**Run 1: the metal 1 layer**

Bar = 20 µm. Supply wires on this layer in grey.
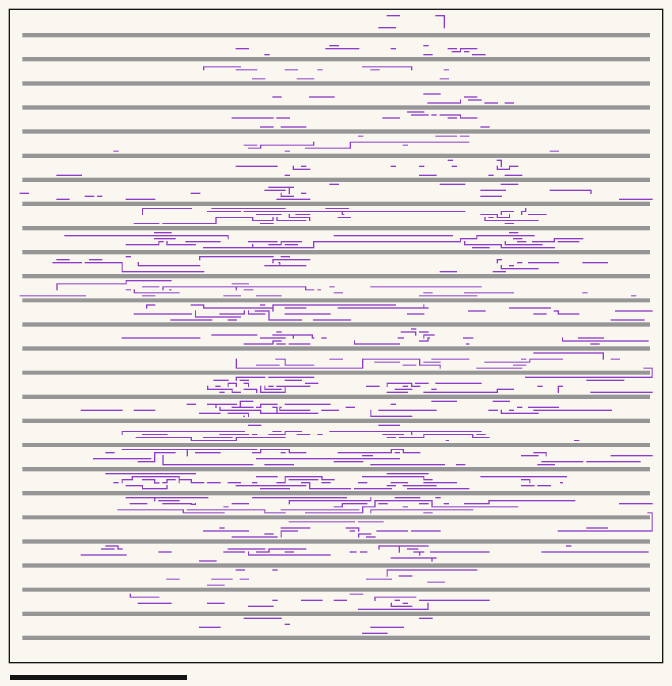
**Run 1: metal 2**

Cells faint in the background.
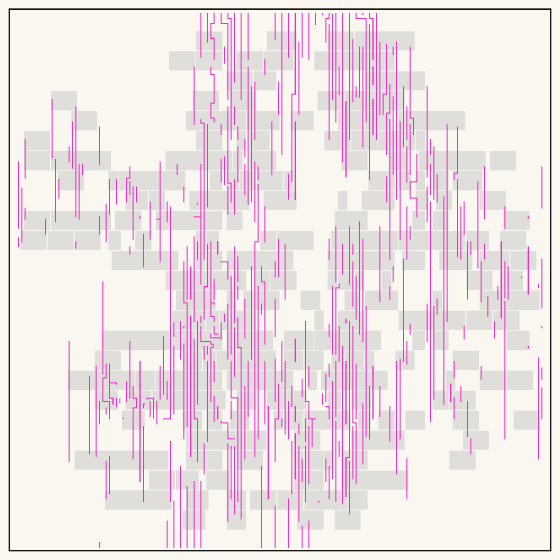
**Run 1: metal 3**

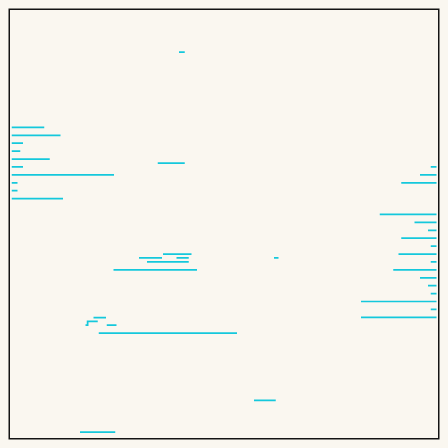
**Run 1: congestion heat map**

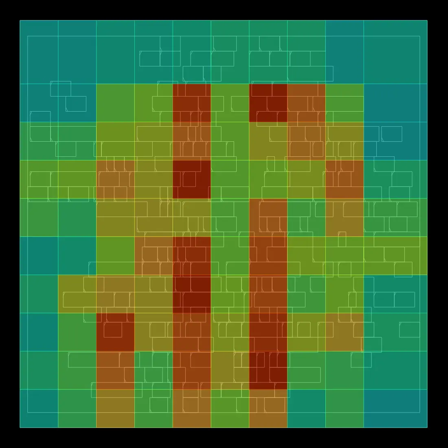
[config.mk]
export PLATFORM = sky130hd
export DESIGN_NAME = bus_share_arbiter
export DESIGN_NICKNAME = d
export VERILOG_FILES = /design/src/rtl/bus_share_arbiter.sv
export SDC_FILE = /design/constraint.sdc
export NUM_CORES = 1
export LEC_CHECK = 0
export CAP_MARGIN = 0
export CELL_PAD_IN_SITES_DETAIL_PLACEMENT = 0
export CELL_PAD_IN_SITES_GLOBAL_PLACEMENT = 1
export CORE_UTILIZATION = 27
export DETAILED_ROUTE_END_ITERATION = 10
export GPL_ROUTABILITY_DRIVEN = 0
export PLACE_DENSITY = 0.75
export SYNTH_ARGS = -nofsm -noshare
export SYNTH_HDL_FRONTEND = slang
export SYNTH_SLANG_ARGS = --single-unit
[constraint.sdc]
create_clock -name clock -period 1.8 [get_ports clock]
set_clock_uncertainty 0.05 [all_clocks]
set_input_delay 0.27 -clock clock [delete_from_list [all_inputs] [get_ports clock]]
set_output_delay 0.27 -clock clock [all_outputs]
set_load 0.02 [all_outputs]
[src/rtl/bus_share_arbiter.sv]
// -----------------------------------------------------------------------------
// bus_share_arbiter
//
// Round-robin arbiter and sequencer that lets REQUESTERS upstream sources share
// one WIDTH-bit output register. One source owns the register at a time. Each
// accepted beat is acknowledged and steered into the register. Ownership is
// released when:
//   - the owner flags end-of-burst,
//   - the owner has moved MAX_HOLD beats, or
//   - the owner withdraws its request.
// The next arbitration then starts one past the old owner.
//
// Ports
//   clock      : system clock, rising edge
//   reset      : asynchronous active-high reset
//   clear      : synchronous clear, same effect as reset, highest priority
//   req        : per-source request (held while a beat is offered)
//   last       : per-source end-of-burst flag, qualified by the accepted beat
//   data_in    : per-source data word
//   ack        : combinational one-hot, beat of that source accepted this cycle
//   grant      : registered one-hot current owner, zero when idle
//   grant_id   : index of current owner, zero when idle
//   out_valid  : output register holds a valid beat
//   out_data   : output register contents
//   out_ready  : downstream takes out_data this cycle when out_valid is high
// -----------------------------------------------------------------------------
module bus_share_arbiter #(
  parameter int REQUESTERS = 4,
  parameter int WIDTH      = 8,
  parameter int MAX_HOLD   = 4
) (
  input  logic                             clock,
  input  logic                             reset,
  input  logic                             clear,
  input  logic [REQUESTERS-1:0]            req,
  input  logic [REQUESTERS-1:0]            last,
  input  logic [REQUESTERS-1:0][WIDTH-1:0] data_in,
  output logic [REQUESTERS-1:0]            ack,
  output logic [REQUESTERS-1:0]            grant,
  output logic [$clog2(REQUESTERS)-1:0]    grant_id,
  output logic                             out_valid,
  output logic [WIDTH-1:0]                 out_data,
  input  logic                             out_ready
);

  localparam int ID_W  = $clog2(REQUESTERS);
  localparam int IDX_W = ID_W + 1;
  localparam int CNT_W = $clog2(MAX_HOLD + 1);

  typedef enum logic [0:0] {
    ST_IDLE  = 1'b0,
    ST_GRANT = 1'b1
  } state_t;

  state_t                  state_r;
  state_t                  state_nxt_s;
  logic [ID_W-1:0]         ptr_r;
  logic [ID_W-1:0]         ptr_nxt_s;
  logic [CNT_W-1:0]        cnt_r;
  logic [CNT_W-1:0]        cnt_nxt_s;
  logic [REQUESTERS-1:0]   grant_r;
  logic [REQUESTERS-1:0]   grant_nxt_s;
  logic [ID_W-1:0]         grant_id_r;
  logic [ID_W-1:0]         grant_id_nxt_s;
  logic                    out_valid_r;
  logic [WIDTH-1:0]        out_data_r;

  logic [ID_W-1:0]         sel_id_s;
  logic                    any_req_s;
  logic                    owner_req_s;
  logic                    owner_last_s;
  logic                    accept_s;
  logic                    final_beat_s;
  logic [ID_W-1:0]         after_owner_s;
  logic [REQUESTERS-1:0]   ack_s;

  // Index to one-hot conversion for grant and ack vectors.
  function automatic logic [REQUESTERS-1:0] onehot_f(input logic [ID_W-1:0] id);
    logic [REQUESTERS-1:0] vec;
    vec     = '0;
    vec[id] = 1'b1;
    return vec;
  endfunction

  assign any_req_s    = |req;
  assign owner_req_s  = req[grant_id_r];
  assign owner_last_s = last[grant_id_r];

  // Only control inputs feed accept, never data_in. Clear and reset suppress it,
  // so no beat is taken in a clear cycle.
  assign accept_s = (state_r == ST_GRANT) && owner_req_s &&
                    (!out_valid_r || out_ready) && !clear && !reset;

  assign final_beat_s = owner_last_s || (cnt_r == CNT_W'(MAX_HOLD - 1));

  assign after_owner_s = (grant_id_r == ID_W'(REQUESTERS - 1)) ?
                         ID_W'(0) : grant_id_r + ID_W'(1);

  // Round-robin search: first requester at or after ptr, wrapping.
  always_comb begin : rr_select
    logic [IDX_W-1:0] sum_v;
    logic [ID_W-1:0]  idx_v;
    logic             found_v;
    sum_v    = '0;
    idx_v    = '0;
    found_v  = 1'b0;
    sel_id_s = '0;
    for (int k = 0; k < REQUESTERS; k++) begin
      sum_v    = {1'b0, ptr_r} + IDX_W'(k);
      sum_v    = (sum_v >= IDX_W'(REQUESTERS)) ? sum_v - IDX_W'(REQUESTERS) : sum_v;
      idx_v    = sum_v[ID_W-1:0];
      sel_id_s = (!found_v && req[idx_v]) ? idx_v : sel_id_s;
      found_v  = found_v | req[idx_v];
    end
  end

  // FSM state register together with pointer, beat count and grant registers.
  always_ff @(posedge clock or posedge reset) begin
    if (reset) begin
      state_r    <= ST_IDLE;
      ptr_r      <= '0;
      cnt_r      <= '0;
      grant_r    <= '0;
      grant_id_r <= '0;
    end else if (clear) begin
      state_r    <= ST_IDLE;
      ptr_r      <= '0;
      cnt_r      <= '0;
      grant_r    <= '0;
      grant_id_r <= '0;
    end else begin
      state_r    <= state_nxt_s;
      ptr_r      <= ptr_nxt_s;
      cnt_r      <= cnt_nxt_s;
      grant_r    <= grant_nxt_s;
      grant_id_r <= grant_id_nxt_s;
    end
  end

  // FSM next-state logic: arbitrate in IDLE, count beats and release in GRANT.
  always_comb begin
    state_nxt_s    = state_r;
    ptr_nxt_s      = ptr_r;
    cnt_nxt_s      = cnt_r;
    grant_nxt_s    = grant_r;
    grant_id_nxt_s = grant_id_r;
    case (state_r)
      ST_IDLE: begin
        if (any_req_s) begin
          state_nxt_s    = ST_GRANT;
          grant_id_nxt_s = sel_id_s;
          grant_nxt_s    = onehot_f(sel_id_s);
          cnt_nxt_s      = '0;
        end else begin
          state_nxt_s    = ST_IDLE;
        end
      end
      ST_GRANT: begin
        // Withdrawal and a final accepted beat both hand the turn to the next index.
        if (!owner_req_s || (accept_s && final_beat_s)) begin
          state_nxt_s    = ST_IDLE;
          ptr_nxt_s      = after_owner_s;
          cnt_nxt_s      = '0;
          grant_nxt_s    = '0;
          grant_id_nxt_s = '0;
        end else if (accept_s) begin
          cnt_nxt_s      = cnt_r + CNT_W'(1);
        end else begin
          state_nxt_s    = ST_GRANT;
        end
      end
      default: begin
        state_nxt_s    = ST_IDLE;
        ptr_nxt_s      = '0;
        cnt_nxt_s      = '0;
        grant_nxt_s    = '0;
        grant_id_nxt_s = '0;
      end
    endcase
  end

  // FSM output logic: acknowledge the owner's beat when it is accepted.
  always_comb begin
    if (accept_s) begin
      ack_s = onehot_f(grant_id_r);
    end else begin
      ack_s = '0;
    end
  end

  // Output register: load on acceptance, drop valid once consumed, else hold.
  always_ff @(posedge clock or posedge reset) begin
    if (reset) begin
      out_valid_r <= 1'b0;
      out_data_r  <= '0;
    end else if (clear) begin
      out_valid_r <= 1'b0;
      out_data_r  <= '0;
    end else if (accept_s) begin
      out_valid_r <= 1'b1;
      out_data_r  <= data_in[grant_id_r];
    end else if (out_valid_r && out_ready) begin
      out_valid_r <= 1'b0;
    end else begin
      out_valid_r <= out_valid_r;
    end
  end

  assign ack       = ack_s;
  assign grant     = grant_r;
  assign grant_id  = grant_id_r;
  assign out_valid = out_valid_r;
  assign out_data  = out_data_r;

endmodule

==> results.sh, run 1 <==
# yosys + openroad results
export IMPL_run_status="finished, violations left"
export IMPL_failed_checks="negative setup slack"
export IMPL_critPathArrivalTime_ps=1630
export IMPL_crit_path_start_kind="flip-flop"
export IMPL_switchingPower_w=0.000361
export IMPL_max_slew_margin_pct=61.9
export IMPL_initCoreUtil_pct=28.7
export IMPL_cts_resized=36
export IMPL_worst_r2r_setup_slack_ps=-140
export IMPL_cp_required_ps=1480
export IMPL_finalCritPeriodShare_pct=109
export IMPL_yosys_area_um2=1380
export IMPL_path_max_fanout=8
export IMPL_drive_gt1_share_pct=24.5
export IMPL_setup_violations=12
export IMPL_ys_sh_mux_pct=19.1
export IMPL_crit_type="reg2out"
export IMPL_reg2reg_from="grant_id[0]$_DFFE_PP0P_"
export IMPL_placedInstanceArea_um2=2220
export IMPL_timing_fmax_mhz=512
export IMPL_synth_cells=131
export IMPL_numCtsBuffers=3
export IMPL_simple_gate_share_pct=15.4
export IMPL_final_cell_count_no_fill=279
export IMPL_cts_setup_buffers=1
export IMPL_maxPowerGroup="registers"
export IMPL_finalPower_w=0.00126
export IMPL_ys_sh_aoi_pct=17.1
export IMPL_critPathLaunch="grant_id[0]$_DFFE_PP0P_"
export IMPL_synth_warnings=0
export IMPL_yosys_most_used_dff="dfrtp_1"
export IMPL_drv_cap=0
export IMPL_synth_flops=21
export IMPL_core_area_um2=4820
export IMPL_period_needed_ps=1950
export IMPL_grt_pass1_vias=1498
export IMPL_clkPwrFrac_pct=24.6
export IMPL_largest_register_ff_count=8
export IMPL_grt_overflow=0
export IMPL_diodes=0
export IMPL_synthDistinctLibCells=34
export IMPL_rows=25
export IMPL_area_growth_pct=67.9
export IMPL_die_w_um=73.6
export IMPL_cts_tree="yes"
export IMPL_ys_sh_adder_pct=5.43
export IMPL_fin_setup_tns_ps=-1280
export IMPL_antenna_found_initial=0
export IMPL_syn_cell_area_um2=1380
export IMPL_fillCellCount=474
export IMPL_pg_comb_w=0.000440
export IMPL_htree_levels=1
export IMPL_vias_per_cell=4.88
export IMPL_internal_power_w=0.000903
export IMPL_power_frac_comb_pct=34.8
export IMPL_p_clk_w=0.000311
export IMPL_crit_end="ack[1]"
export IMPL_die_h_um=73.6
export IMPL_drt_iter0_drc=45
export IMPL_tool_warnings=32
export IMPL_clock_sinks=21
export IMPL_drc=0
export IMPL_fin_area_um2=2320
export IMPL_place_ws_ps=-662
export IMPL_grt_pass1_wl_um=6620
export IMPL_worst_slack_ps=-154
export IMPL_ios=63
export IMPL_yosysTopAreaCell="dfrtp_1"
export IMPL_total_leakage_power_nw=0.968
export IMPL_synth_async_reset_ratio_pct=100
export IMPL_power_share_sequential_pct=40.6
export IMPL_holdBufCountCts=0
export IMPL_worst_hold_slack_ps=362
export IMPL_wl_per_cell_um=15.1
export IMPL_topCellsByArea="dfrtp_1, mux4_2, ha_1, nand2b_1, mux2i_1"
export IMPL_powerDensity_nw_per_um2=545
export IMPL_post_synth_top_count_cell="dfrtp_1"
export IMPL_dieArea_um2=5410
export IMPL_sw_frac_of_total_pct=28.6
export IMPL_hp_class="in2async"
export IMPL_synth_seq_share_pct=38.0
export IMPL_hpwlAfterDp_um=3230
export IMPL_lay_top_count="clkdlybuf4s50_1"
export IMPL_clk_latency_ps=260
export IMPL_hold_viol_final=0
export IMPL_cts_buffer_depth=2
export IMPL_top_logic_kind="multiplexers"
export IMPL_synth_top_cell_area_share_pct=38.0
export IMPL_yosys_top_cells_count="dfrtp_1, nand2b_1, nand2_1"
export IMPL_port_buffers=62
export IMPL_avgSynthCellArea_um2=10.6
export IMPL_powerSeq_w=0.000513
export IMPL_fin_nets=263
export IMPL_edf_count=0
export IMPL_dp_cells=274
export IMPL_fp_nets=181
export IMPL_tightest_slew_ps=567
export IMPL_mostFrequentLayoutCells="clkdlybuf4s50_1, dfrtp_1, buf_4"
export IMPL_vdd_drop_max_mv=0.251
export IMPL_worstReg2RegEnd="grant[3]$_DFFE_PP0P_"
export IMPL_xor_area_share_pct=0
export IMPL_reg2regPathDepth=6
export IMPL_clkTransAtPathRegs_ps=80
export IMPL_synth_stat_cells=131
export IMPL_maxSlewViolCount=0
export IMPL_dr_pass1_iters=4
export IMPL_root_buffer="clkbuf_8"
export IMPL_ant_nets=0
export IMPL_endpoint_kind="primary output"
export IMPL_rsz0062_at_grt="true"
export IMPL_grt_max_degree=24
## Picture notes: 'the metal 1 layer'
nets with wire on the layer = 226
wire length on this layer = 1,590 µm
met1 Use GR: 16.6%
routed via count: 1,361
final WL: 4220 µm

## Picture notes: 'metal 2'
main direction = vertical
nets with wire on the layer = 236
longest straight run = 29.9 µm
share of all routed wire = 56%
met2 usage: 31.1%

## Picture notes: 'metal 3'
longest straight run = 23.5 µm
main direction = horizontal
share of all routed wire = 4.7%
wire length on this layer = 200 µm
nets with wire on the layer = 38
GR Util met3: 2.88%

## Picture notes: 'congestion heat map'
layer with the highest usage: met2
Final Core Density: 48.2%
global-route usage over all layers: 16.0%

run 1: critical path, cell delays in order, from the launching register on:
cell and delay [ps]:
dfrtp_2 380, mux4_2 520, and4_4 210, and2_4 150, buf_6 120
run 1: per-layer routing:
layer / vias to the layer above / wire length (µm) / global-route usage [%]
met1: 668 / 1590 / 16.6
met5: - / 0 / 0
li1: 637 / - / -
met4: 0 / 71 / 6.41
met3: 6 / 199 / 2.88
met2: 50 / 2370 / 31.1
run 1: layout make-up:
cell class / count / area [µm²] / area share, %
sequential: 21 / 527 / 22.7
inverter: 10 / 37.5 / 1.62
tap: 67 / 83.8 / 3.61
timing repair buffer: 83 / 779 / 33.6
clock buffer: 3 / 41.3 / 1.78
clock inverter: 1 / 5.00 / 0.216
multi-input combinational: 94 / 847 / 36.5
==> run 2: changes to the inputs <==
==> constraint.sdc (replaced) <==
create_clock -name clock -period 1.8 [get_ports clock]
set_clock_uncertainty 0.05 [all_clocks]
set_input_delay 0.36 -clock clock [delete_from_list [all_inputs] [get_ports clock]]
set_output_delay 0.36 -clock clock [all_outputs]
set_load 0.02 [all_outputs]
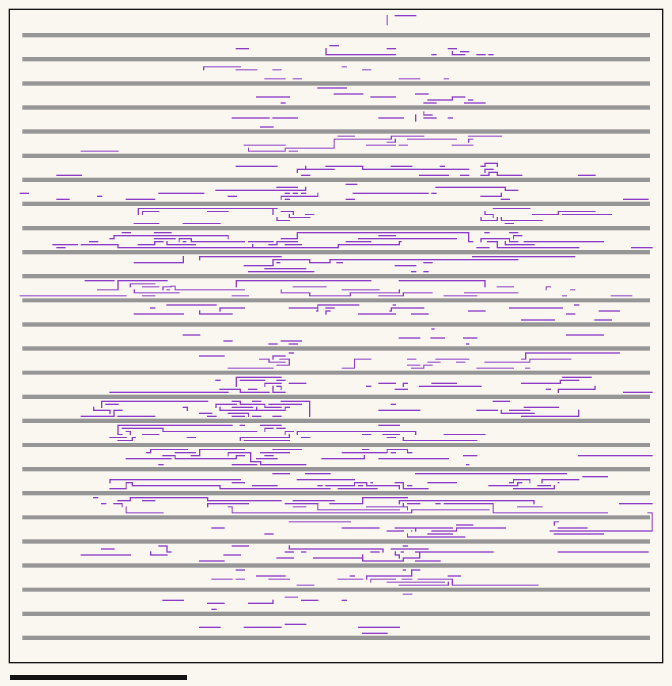
**Above:** run 2 (the metal 1 layer).
Bar = 20 µm. Supply wires on this layer in grey.
share of all routed wire = 38%
wire length on this layer = 1,590 µm
main direction = horizontal
routed via count: 1,358
final WL: 4130 µm

==> run 2 against run 1 <==
Sequential power about the same. Via count down 0.22%. Largest cell class unchanged. Wire length down 2.1%. Register-to-register slack about the same. Largest power group unchanged. The flow still finishes with violations (negative setup slack). Synthesized area unchanged. Cell area about the same. Cell count up 0.36%.
==> results.sh, run 2 <==
# yosys + openroad results
export IMPL_highest_layer="met4"
export IMPL_worstReg2RegEnd="grant_id[1]$_DFFE_PP0P_"
export IMPL_grt_pass1_vias=1477
export IMPL_drv_cap=0
export IMPL_htree_levels=1
export IMPL_root_buffer="clkbuf_8"
export IMPL_drt_iter0_drc=58
export IMPL_cp_required_ps=1390
export IMPL_finalCritPeriodShare_pct=114
export IMPL_total_leakage_power_nw=0.966
export IMPL_die_w_um=73.6
export IMPL_wl_met2_um=2240
export IMPL_switchingPower_w=0.000351
export IMPL_drive_gt1_share_pct=24.4
export IMPL_dr_wl_met3_um=214
export IMPL_crit_path_start_kind="flip-flop"
export IMPL_wl_met1_um=1590
export IMPL_grt_max_degree=24
export IMPL_grt_pass1_wl_um=6560
export IMPL_crit_type="reg2out"
export IMPL_core_area_um2=4820
export IMPL_clkTransAtPathRegs_ps=80
export IMPL_synth_stat_cells=131
export IMPL_final_util_pct=48.2
export IMPL_placedInstanceArea_um2=2220
export IMPL_largest_register_ff_count=8
export IMPL_final_cell_count_no_fill=280
export IMPL_fp_nets=181
export IMPL_rows=25
export IMPL_yosys_top_cells_count="dfrtp_1, nand2b_1, nand2_1"
export IMPL_antenna_found_initial=0
export IMPL_vdd_drop_max_mv=0.275
export IMPL_max_slew_margin_pct=73.4
export IMPL_wl_per_cell_um=14.8
export IMPL_holdBufCountCts=0
export IMPL_synth_async_reset_ratio_pct=100
export IMPL_track_usage_pct=16.3
export IMPL_clock_sinks=21
export IMPL_yosys_most_used_dff="dfrtp_1"
export IMPL_vias_per_cell=4.85
export IMPL_die_h_um=73.6
export IMPL_reg2regPathDepth=6
export IMPL_run_status="finished, violations left"
export IMPL_synth_top_cell_area_share_pct=38.0
export IMPL_ios=63
export IMPL_sw_frac_of_total_pct=28.0
export IMPL_ant_nets=0
export IMPL_maxPowerGroup="registers"
export IMPL_tool_warnings=32
export IMPL_hold_viol_final=0
export IMPL_mostFrequentLayoutCells="clkdlybuf4s50_1, dfrtp_1, buf_4"
export IMPL_grt_busiest_layer="met2"
export IMPL_critPathArrivalTime_ps=1630
export IMPL_cts_setup_buffers=0
export IMPL_rsz0062_at_grt="true"
export IMPL_fillCellCount=484
export IMPL_power_frac_comb_pct=34.5
export IMPL_internal_power_w=0.000905
export IMPL_port_buffers=62
export IMPL_synth_cells=131
export IMPL_fin_area_um2=2320
export IMPL_powerSeq_w=0.000513
export IMPL_failed_checks="negative setup slack"
export IMPL_dr_pass1_iters=4
export IMPL_yosys_area_um2=1380
export IMPL_grtUsageMet1_pct=17.9
export IMPL_setup_violations=10
export IMPL_path_max_fanout=8
export IMPL_area_growth_pct=67.8
export IMPL_timing_fmax_mhz=489
export IMPL_post_synth_top_count_cell="dfrtp_1"
export IMPL_edf_count=0
export IMPL_numCtsBuffers=3
export IMPL_hpwlAfterDp_um=3220
export IMPL_cts_resized=35
export IMPL_clkPwrFrac_pct=24.6
export IMPL_critPathLaunch="grant_id[0]$_DFFE_PP0P_"
export IMPL_lay_top_count="clkdlybuf4s50_1"
export IMPL_dieArea_um2=5410
export IMPL_pg_comb_w=0.000434
export IMPL_synth_seq_share_pct=38.0
export IMPL_place_ws_ps=-832
export IMPL_drc=0
export IMPL_hp_class="in2async"
export IMPL_period_needed_ps=2040
export IMPL_globalRouteMet3Util_pct=3.84
export IMPL_syn_cell_area_um2=1380
export IMPL_crit_end="ack[1]"
export IMPL_initCoreUtil_pct=28.7
export IMPL_clk_latency_ps=260
export IMPL_yosysTopAreaCell="dfrtp_1"
export IMPL_dp_cells=274
export IMPL_cts_buffer_depth=2
export IMPL_worst_hold_slack_ps=435
export IMPL_p_clk_w=0.000310
export IMPL_synthDistinctLibCells=34
export IMPL_worst_slack_ps=-244
export IMPL_endpoint_kind="primary output"
export IMPL_diodes=0
export IMPL_synth_warnings=0
export IMPL_avgSynthCellArea_um2=10.6
export IMPL_tightest_slew_ps=396
export IMPL_reg2reg_from="grant_id[0]$_DFFE_PP0P_"
export IMPL_synth_flops=21
export IMPL_topCellsByArea="dfrtp_1, mux4_2, ha_1, nand2b_1, mux2i_1"
export IMPL_grt_overflow=0
export IMPL_cts_tree="yes"
export IMPL_fin_nets=264
export IMPL_power_share_sequential_pct=40.8
export IMPL_finalPower_w=0.00126
export IMPL_fin_setup_tns_ps=-1570
export IMPL_worst_r2r_setup_slack_ps=-130
export IMPL_powerDensity_nw_per_um2=542
export IMPL_maxSlewViolCount=0
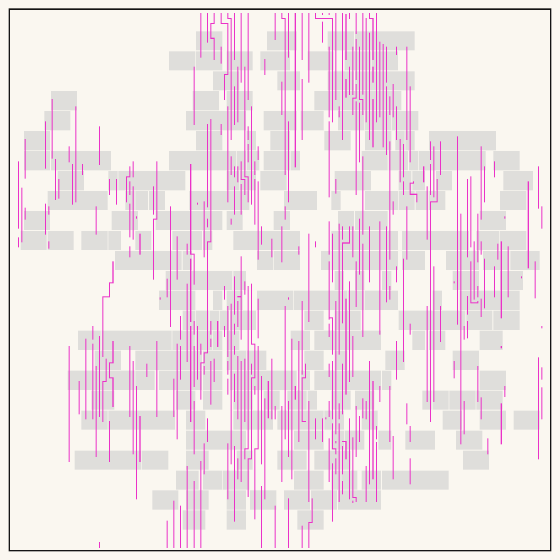
**Above:** run 2 (metal 2).
Cells faint in the background.
longest straight run = 31.3 µm
share of all routed wire = 54%
main direction = vertical
wire length on this layer = 2,240 µm
nets with wire on the layer = 236
met2 usage: 30.0%

==> run 2: area by class of cell <==
| class | instances | area [µm²] | area share [%] |
|---|---|---|---|
| flip-flops and latches | 21 | 527 | 22.7 |
| clock buffers | 4 | 45.0 | 1.94 |
| well taps | 67 | 83.8 | 3.61 |
| repair buffers | 84 | 795 | 34.3 |
| multi-input cells | 94 | 832 | 35.9 |
| inverters | 10 | 37.5 | 1.62 |
==> run 2: kinds of logic (layout without fill, tap and decap cells) <==
logic type	count (synthesis)	count (layout)	share of synthesized area (%)
buf+inv	16	98	4.98
flops	21	21	38.0
mux	15	15	19.1
simple gates	41	41	15.4
fa+ha+maj	6	6	5.43
compound gates	32	32	17.1
==> run 2: worst max-delay path, cell delays in order (launching register included) <==
cell and delay, ps:
dfrtp_2 380, mux4_2 520, and4_4 210, and2_4 150, buf_6 120
Power figures rest on the tool's default switching activity, not on a simulated workload.
